`src/rtl/alu_ga_stim_gen_if.sv`:
```
// ALU input-port bus: one transaction (opcode plus two operands) per valid/ready handshake.
// Valid/ready rules: the master raises valid with stable op/op_a/op_b and keeps them
// unchanged until the edge where valid and ready are both high. That edge is the transfer.
// Ready sampled while valid is low has no effect.
interface alu_ga_stim_gen_if #(
   parameter int DATA_WIDTH = 8
);
   logic                  valid;
   logic                  ready;
   logic [3:0]            op;
   logic [DATA_WIDTH-1:0] op_a;
   logic [DATA_WIDTH-1:0] op_b;

   modport master (output valid, output op, output op_a, output op_b, input ready);
   modport slave  (input valid, input op, input op_a, input op_b, output ready);
endinterface

```
`src/rtl/alu_ga_stim_gen.sv`:
```
// Stimulus generator for the ALU GA environment.
// A Galois LFSR (mask 32'h8020_0003, shifts right) advances one step per drawn transaction.
// The opcode, operand A, operand B and delay fields of the new LFSR state are each folded
// into the chromosome range that was latched at START.
// A run ends after TRANS_COUNT accepted transactions and then holds DONE.
module alu_ga_stim_gen #(
   parameter int          DATA_WIDTH  = 8,
   parameter int          TRANS_COUNT = 200,
   parameter logic [31:0] SEED        = 32'h0
) (
   input  logic                  clk,
   input  logic                  rst,
   input  logic                  start,
   input  logic [3:0]            dly_min,
   input  logic [3:0]            dly_max,
   input  logic [DATA_WIDTH-1:0] a_min,
   input  logic [DATA_WIDTH-1:0] a_max,
   input  logic [DATA_WIDTH-1:0] b_min,
   input  logic [DATA_WIDTH-1:0] b_max,
   input  logic [3:0]            op_min,
   input  logic [3:0]            op_max,
   alu_ga_stim_gen_if.master     alu,
   output logic                  busy,
   output logic                  done,
   output logic [15:0]           count,
   output logic [1:0]            fsm_state
);

   // A zero seed would lock the LFSR at zero, so it is replaced by a fixed non-zero value.
   localparam logic [31:0] SEED_EFF = (SEED == 32'h0) ? 32'hACE1_ACE1 : SEED;
   localparam logic [31:0] POLY     = 32'h8020_0003;
   localparam logic [15:0] TC16     = 16'(TRANS_COUNT);

   typedef enum logic [1:0] {
      IDLE  = 2'd0,
      DELAY = 2'd1,
      SEND  = 2'd2,
      FIN   = 2'd3
   } state_t;

   state_t                state;
   logic [31:0]           lfsr;
   logic [3:0]            dly_cnt;
   logic                  valid_r;
   logic [3:0]            op_r;
   logic [DATA_WIDTH-1:0] op_a_r;
   logic [DATA_WIDTH-1:0] op_b_r;

   // Range inputs as they were captured at the most recent accepted START.
   logic [3:0]            l_dly_min, l_dly_max, l_op_min, l_op_max;
   logic [DATA_WIDTH-1:0] l_a_min, l_a_max, l_b_min, l_b_max;

   // Ranges used by the current draw.
   logic [3:0]            r_dly_min, r_dly_max, r_op_min, r_op_max;
   logic [DATA_WIDTH-1:0] r_a_min, r_a_max, r_b_min, r_b_max;

   logic                  accept_start;
   logic [31:0]           s_draw;
   logic [3:0]            d_op, d_dly;
   logic [DATA_WIDTH-1:0] d_a, d_b;

   function automatic logic [31:0] lfsr_step(input logic [31:0] s);
      return s[0] ? ((s >> 1) ^ POLY) : (s >> 1);
   endfunction

   // Computes min + (raw mod span). The sum is formed one bit wider so it cannot wrap,
   // and the result never exceeds max. An empty or inverted range returns min.
   function automatic logic [7:0] map_range(input logic [7:0] raw,
                                            input logic [7:0] mn,
                                            input logic [7:0] mx);
      logic [8:0] span;
      if (mx <= mn) return mn;
      span = {1'b0, mx} - {1'b0, mn} + 9'd1;
      return 8'({1'b0, mn} + ({1'b0, raw} % span));
   endfunction

   assign accept_start = start && ((state == IDLE) || (state == FIN));

   // The first draw of a run uses the incoming ranges directly, because they are latched
   // on that same edge. Every later draw uses the latched copy.
   always_comb begin
      r_dly_min = l_dly_min;
      r_dly_max = l_dly_max;
      r_a_min   = l_a_min;
      r_a_max   = l_a_max;
      r_b_min   = l_b_min;
      r_b_max   = l_b_max;
      r_op_min  = l_op_min;
      r_op_max  = l_op_max;
      if (accept_start) begin
         r_dly_min = dly_min;
         r_dly_max = dly_max;
         r_a_min   = a_min;
         r_a_max   = a_max;
         r_b_min   = b_min;
         r_b_max   = b_max;
         r_op_min  = op_min;
         r_op_max  = op_max;
      end
   end

   // Next LFSR state and the field values folded from it.
   // A new run restarts the LFSR from the seed.
   always_comb begin
      s_draw = lfsr_step(accept_start ? SEED_EFF : lfsr);
      d_a    = DATA_WIDTH'(map_range(8'(s_draw[DATA_WIDTH-1:0]), 8'(r_a_min), 8'(r_a_max)));
      d_b    = DATA_WIDTH'(map_range(8'(s_draw[8 +: DATA_WIDTH]), 8'(r_b_min), 8'(r_b_max)));
      d_op   = 4'(map_range(8'(s_draw[19:16]), 8'(r_op_min), 8'(r_op_max)));
      d_dly  = 4'(map_range(8'(s_draw[27:24]), 8'(r_dly_min), 8'(r_dly_max)));
   end

   // Run control FSM. All outputs are registered. Reset clears every transaction field
   // on the next edge, so no partial transaction stays visible after an abort.
   always_ff @(posedge clk) begin
      if (!rst) begin
         state     <= IDLE;
         lfsr      <= 32'h0;
         dly_cnt   <= 4'h0;
         valid_r   <= 1'b0;
         op_r      <= 4'h0;
         op_a_r    <= '0;
         op_b_r    <= '0;
         busy      <= 1'b0;
         done      <= 1'b0;
         count     <= 16'h0;
         l_dly_min <= 4'h0;
         l_dly_max <= 4'h0;
         l_op_min  <= 4'h0;
         l_op_max  <= 4'h0;
         l_a_min   <= '0;
         l_a_max   <= '0;
         l_b_min   <= '0;
         l_b_max   <= '0;
      end else begin
         case (state)
            IDLE, FIN: begin
               if (start) begin
                  l_dly_min <= dly_min;
                  l_dly_max <= dly_max;
                  l_op_min  <= op_min;
                  l_op_max  <= op_max;
                  l_a_min   <= a_min;
                  l_a_max   <= a_max;
                  l_b_min   <= b_min;
                  l_b_max   <= b_max;
                  lfsr      <= s_draw;
                  op_r      <= d_op;
                  op_a_r    <= d_a;
                  op_b_r    <= d_b;
                  dly_cnt   <= d_dly;
                  count     <= 16'h0;
                  done      <= 1'b0;
                  busy      <= 1'b1;
                  state     <= DELAY;
               end
            end
            DELAY: begin
               if (dly_cnt == 4'h0) begin
                  valid_r <= 1'b1;
                  state   <= SEND;
               end else begin
                  dly_cnt <= dly_cnt - 4'h1;
               end
            end
            SEND: begin
               if (alu.ready) begin
                  count   <= count + 16'h1;
                  valid_r <= 1'b0;
                  if (count + 16'h1 == TC16) begin
                     done  <= 1'b1;
                     busy  <= 1'b0;
                     state <= FIN;
                  end else begin
                     lfsr    <= s_draw;
                     op_r    <= d_op;
                     op_a_r  <= d_a;
                     op_b_r  <= d_b;
                     dly_cnt <= d_dly;
                     state   <= DELAY;
                  end
               end
            end
            default: state <= IDLE;
         endcase
      end
   end

   assign alu.valid = valid_r;
   assign alu.op    = op_r;
   assign alu.op_a  = op_a_r;
   assign alu.op_b  = op_b_r;
   assign fsm_state = state;

endmodule

```
`src/flat_wrapper.sv`:
```
// flat-port wrapper written by rule: the top's interface ports become plain ports
module alu_ga_stim_gen_flat 
#(
   parameter int          DATA_WIDTH  = 8,
   parameter int          TRANS_COUNT = 200,
   parameter logic [31:0] SEED        = 32'h0
)
  (clk, rst, start, dly_min, dly_max, a_min, a_max, b_min, b_max, op_min, op_max, busy, done, count, fsm_state, alu_valid, alu_op, alu_op_a, alu_op_b, alu_ready);
  alu_ga_stim_gen_if #(.DATA_WIDTH(DATA_WIDTH)) alu_i ();
  input  logic clk;
  input  logic rst;
  input  logic start;
  input  logic [3:0] dly_min;
  input  logic [3:0] dly_max;
  input  logic [DATA_WIDTH-1:0] a_min;
  input  logic [DATA_WIDTH-1:0] a_max;
  input  logic [DATA_WIDTH-1:0] b_min;
  input  logic [DATA_WIDTH-1:0] b_max;
  input  logic [3:0] op_min;
  input  logic [3:0] op_max;
  output logic busy;
  output logic done;
  output logic [15:0] count;
  output logic [1:0] fsm_state;
  output wire logic [$bits(alu_i.valid)-1:0] alu_valid;
  output wire logic [$bits(alu_i.op)-1:0] alu_op;
  output wire logic [$bits(alu_i.op_a)-1:0] alu_op_a;
  output wire logic [$bits(alu_i.op_b)-1:0] alu_op_b;
  input wire logic [$bits(alu_i.ready)-1:0] alu_ready;
  assign alu_valid = alu_i.valid;
  assign alu_op = alu_i.op;
  assign alu_op_a = alu_i.op_a;
  assign alu_op_b = alu_i.op_b;
  assign alu_i.ready = alu_ready;
  alu_ga_stim_gen #(.DATA_WIDTH(DATA_WIDTH), .TRANS_COUNT(TRANS_COUNT), .SEED(SEED)) u_core (.clk(clk), .rst(rst), .start(start), .dly_min(dly_min), .dly_max(dly_max), .a_min(a_min), .a_max(a_max), .b_min(b_min), .b_max(b_max), .op_min(op_min), .op_max(op_max), .alu(alu_i), .busy(busy), .done(done), .count(count), .fsm_state(fsm_state));
endmodule
```
`config.mk`:
```
export PLATFORM = sky130hd
export DESIGN_NAME = alu_ga_stim_gen_flat
export DESIGN_NICKNAME = d
export VERILOG_FILES = /design/src/rtl/alu_ga_stim_gen_if.sv /design/src/rtl/alu_ga_stim_gen.sv /design/src/flat_wrapper.sv
export SDC_FILE = /design/constraint.sdc
export NUM_CORES = 1
export LEC_CHECK = 0
export CAP_MARGIN = 20
export CELL_PAD_IN_SITES_DETAIL_PLACEMENT = 0
export CELL_PAD_IN_SITES_GLOBAL_PLACEMENT = 1
export CORE_UTILIZATION = 43
export CTS_BUF_LIST = sky130_fd_sc_hd__clkbuf_4
export DETAILED_ROUTE_END_ITERATION = 10
export PLACE_DENSITY_LB_ADDON = 0.1
export SYNTH_ARGS = -nofsm -noshare
export SYNTH_HDL_FRONTEND = slang
export SYNTH_SLANG_ARGS = --single-unit
```
`constraint.sdc`:
```
create_clock -name clk -period 20.9 [get_ports clk]
set_clock_uncertainty 0.2 [all_clocks]
set_input_delay 3.135 -clock clk [delete_from_list [all_inputs] [get_ports clk]]
set_output_delay 3.135 -clock clk [all_outputs]
set_load 0.02 [all_outputs]
```
### M3 wires, run 1

Drawn at 1.5 px/um.
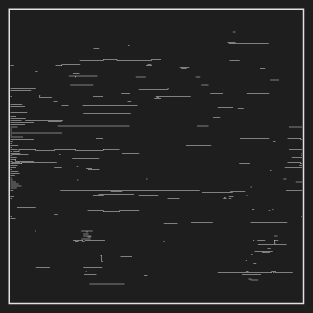
main direction: horizontal
nets with wire on the layer: 146
wire length on this layer: 1550 um
share of all routed wire: 3.4%
longest straight run: 92.7 um

### Cell sizes after repair, run 1

Drawn at 2 px/um.
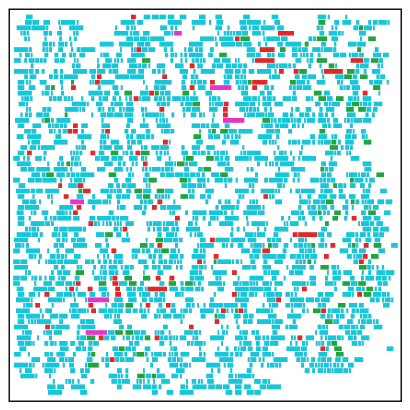
[cyan] drive 1 or less | cells: 2000 | share: 90% | most used: ha_1
[magenta] drive 6 and up | cells: 6 | share: 0.27% | most used: bufinv_16
[green] drive 2 | cells: 113 | share: 5.1% | most used: mux2_2
[red] drive 3 to 4 | cells: 93 | share: 4.2% | most used: buf_4

### Logic cells by family, run 1

Drawn at 2 px/um.
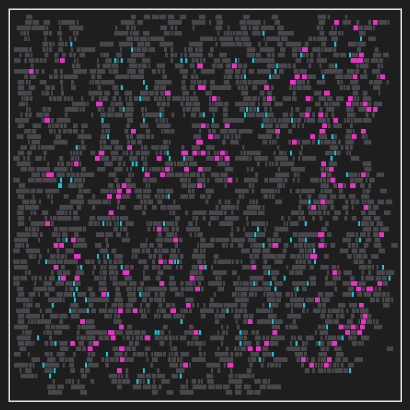
[magenta] AND-OR and OR-AND gates | cells: 145 | where: widely spread
[cyan] inverters | cells: 125 | where: widely spread

### M2 wires, run 1

Drawn at 1.5 px/um. Cells faint in the background.
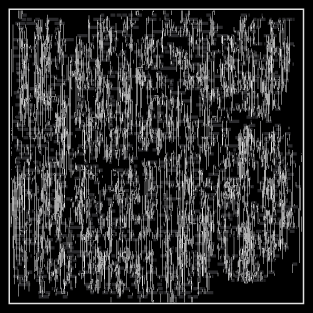
nets with wire on the layer: 2110
wire length on this layer: 21.1 mm
main direction: vertical
share of all routed wire: 46%

==> run notes, run 1 <==
Die
• **number of placement rows** 70
• **die extent in y** 195 um
• **number of tapcells** 468

Global routing
• **first-pass GRT wire length** 74200 um
• **largest net degree at the start of global routing** 85
• **Overflow after GRT** 0
• **M3 GR Usage** 0.0285
• **grt met2 use** 0.406
• **number of global-route vias before repair** 14800

Layout
• **non-clk buf share** 0.0751
• **largest cell class by area** multi-input combinational cells
• **post-route non-filler standard cell count** 2683
• **flip-flop count of the largest register, all copies and words added** 32
• **sequential fraction of total cell area** 0.137
• **layout overhead on the synthesized area** 13.6%
• **Comb area share** 0.712
• **area taken by multi-input logic gates** 13000 um^2
• **Most flops, register** u_core.lfsr
• **multi-input gates** 1779
• **Clock buffer cells** 20

Route
• **WL per Instance** 17.0 um
• **TritonRoute pass-1 iters** 6
• **wire length on met3** 1550 um
• **DRC** 0
• **number of DRC violations after detailed-routing iteration 0** 739

STA
• **worst slew margin relative to its limit** 0.285
• **transition at the pin with the smallest max-transition slack** 1.07 ns
• **final hold vios** 0
• **Final Max Slew Viols** 0
• **Highest Clock Rate** 50.7 MHz
• **crit share post-route** 0.944

CTS
• **largest buffer count on any clock path** 2
• **clk sink count** 125
• **insertion delay to the later sink of the worst-skew pair** 0.58 ns
• **root buf cell** clkbuf_4
• **clock tree from TritonCTS** yes
• **number of H-tree levels** 4

Setup path
• **depth of the worst register-to-register path** 81
• **Worst setup endpoint** u_core.dly_cnt[2]
• **endpoint required time on the critical path** 21.16 ns
• **Worst path most repeated cell** o21a_1
• **Critical Path Source** start
• **highest-delay cell along the critical path** or4b_2
• **critical register-to-register path endpoint** u_core.dly_cnt[2]

Logic synthesis
• **register bit count reported by yosys** 125
• **Post-Synth XOR/XNOR Area** 0.0651
• **number of flops mapped to enable cells by yosys** 0
• **leading area contributor after synthesis** ha_1
• **Mapped Area** 16100 um^2

Job
• **tool warnings** 47
• **max capacitance violation total** 0

Worst hold path
• **Endpoint, Worst Hold** u_core.alu.op_a[2]

Placed design
• **global placement routability congestion** 0.905
• **PortBufs** 92
• **Placed Cells incl. Taps** 2642

Run status
• **status** finished clean

[run 1: metrics by stage]
stage | hold WS [ns] | setup WS, ns | TNS, ns
5_1_grt | 0.281 | -0.0150 | -0.0189
2_1_floorplan | 0.233 | 0.516 | 0
4_1_cts | 0.261 | 0.0228 | 0
6_report | 0.260 | 1.18 | 0
3_5_place_dp | 0.245 | -0.586 | -1.86
3_3_place_gp | 0.243 | -0.204 | -0.484
[run 1: worst max-delay path, delay by kind of cell]
family	cells	cell delay, ns
XOR/XNOR	3	0.55
AND/OR/NAND/NOR	15	2.60
AND-OR/OR-AND	39	7.70
multiplexers	4	0.98
buffers and inverters	7	1.41
adder cells (fa/ha/maj)	12	3.58
==> run 1 -> run 2 <==
- ABC_CLOCK_PERIOD_IN_PS: not set -> 20900
### Cell sizes after repair, run 2

Drawn at 2 px/um.
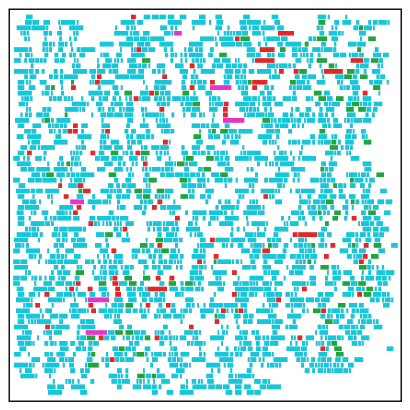
[magenta] drive 6 and up | cells: 6 | share: 0.27% | most used: bufinv_16
[cyan] drive 1 or less | cells: 2000 | share: 90% | most used: ha_1
[green] drive 2 | cells: 113 | share: 5.1% | most used: mux2_2
[red] drive 3 to 4 | cells: 93 | share: 4.2% | most used: buf_4
final setup margin: 1.18 ns
final cell area excluding filler cells: 18200 um^2
non-clock buffer count: 151

### M2 wires, run 2

Drawn at 1.5 px/um. Cells faint in the background.
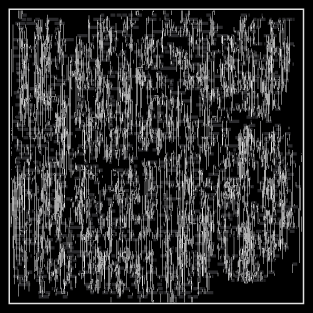
share of all routed wire: 46%
longest straight run: 64.8 um
wire length on this layer: 21.1 mm
nets with wire on the layer: 2110
main direction: vertical
grt met2 use: 0.406
final WL: 45600 um

==> run 2 against run 1 <==
Effect of this change:
- non-clock buffer count unchanged
- core utilization unchanged
- register-to-register slack about the same
- sequential share of layout area unchanged
- global-route usage unchanged
- critical path type unchanged
- critical endpoint unchanged
==> run notes, run 2 <==
Logic synthesis
• **Commonest cells post-synth** 252 x ha_1, 229 x nor2_1, 173 x nand2_1, 148 x a21oi_1, 125 x dfxtp_1
• **leading area contributor after synthesis** ha_1
• **register bit count reported by yosys** 125
• **Mapped Area** 16100 um^2
• **share of the synthesized area in the top cell type** 0.196
• **post-synthesis cell type with the largest instance count** ha_1
• **Cell variety after synth** 92
• **ys async rst share** 0
• **number of flops mapped to enable cells by yosys** 0
• **Synth Seq Share** 0.156

Job
• **max capacitance violation total** 0
• **tool warnings** 47

Setup path
• **Worst path most repeated cell** o21a_1
• **Crit Reg-Reg Startpoint** u_core.fsm_state[0]
• **Critical Path AT** 19.98 ns
• **critical register-to-register path endpoint** u_core.dly_cnt[2]
• **highest-delay cell along the critical path** or4b_2
• **Critical Path Source** start
• **Worst setup endpoint** u_core.dly_cnt[2]
• **buffers and inverters on the worst path** 7
• **kind of critical path** in -> reg
• **endpoint required time on the critical path** 21.16 ns
• **depth of the worst register-to-register path** 81
• **Stages on worst setup path** 80
• **kind of cell with the highest combined delay on the critical path** AND-OR/OR-AND gates

Placed design
• **Post-Place Worst Slack** -0.586 ns
• **Placed Cells incl. Taps** 2642
• **PortBufs** 92
• **instance area after placement** 17800 um^2
• **global placement routability congestion** 0.905

Run status
• **status** finished clean

Route
• **TritonRoute pass-1 iters** 6
• **DRC** 0
• **wire length on met3** 1550 um
• **number of DRC violations after detailed-routing iteration 0** 739
• **WL per Instance** 17.0 um

STA
• **crit share post-route** 0.944
• **final hold vios** 0
• **worst slew margin relative to its limit** 0.285
• **final-layout worst hold slack** 0.260 ns
• **setup total negative slack** 0 ns
• **Highest Clock Rate** 50.7 MHz
• **Final Max Slew Viols** 0
• **transition at the pin with the smallest max-transition slack** 1.07 ns

Layout
• **largest cell class by area** multi-input combinational cells
• **Most flops, register** u_core.lfsr
• **Finished Core Util** 0.497
• **Clock buffer cells** 20
• **Comb area share** 0.712
• **flip-flop count of the largest register, all copies and words added** 32
• **multi-input gates** 1779
• **layout overhead on the synthesized area** 13.6%
• **area taken by multi-input logic gates** 13000 um^2
• **sequential fraction of total cell area** 0.137
• **post-route non-filler standard cell count** 2683
• **non-clk buf share** 0.0751

Die
• **Starting Density** 0.438
• **number of tapcells** 468
• **total core area** 36700 um^2
• **number of placement rows** 70
• **die extent in y** 195 um

Worst hold path
• **Endpoint, Worst Hold** u_core.alu.op_a[2]

CTS
• **clock tree from TritonCTS** yes
• **insertion delay to the later sink of the worst-skew pair** 0.58 ns
• **largest buffer count on any clock path** 2
• **clk sink count** 125
• **number of H-tree levels** 4
• **total clock buffers created by CTS** 17
• **root buf cell** clkbuf_4

Global routing
• **largest net degree at the start of global routing** 85
• **first-pass GRT wire length** 74200 um
• **Most Crowded Layer GR** met2
• **number of global-route vias before repair** 14800
• **Overflow after GRT** 0
• **M3 GR Usage** 0.0285

==> run 2: cells by family (layout without fill, tap and decap cells) <==
| logic type | count (synthesis) | count (layout) | share of synthesized area |
|---|---|---|---|
| AOI/OAI and AO/OA | 539 | 539 | 0.225 |
| muxes | 123 | 123 | 0.0817 |
| adders and majority gates | 268 | 268 | 0.215 |
| and+or+nand+nor | 722 | 723 | 0.213 |
| buffers and inverters | 186 | 308 | 0.0438 |
| DFF | 125 | 125 | 0.156 |
| xor gates and xnor gates | 116 | 116 | 0.0651 |
| other | 1 | 13 | 0.000234 |
==> run 2: tightest hold or removal path: stages (launching register included) <==
cell     delay (ns)
dfxtp_1        0.33
nand2_1        0.05
a21oi_1        0.05
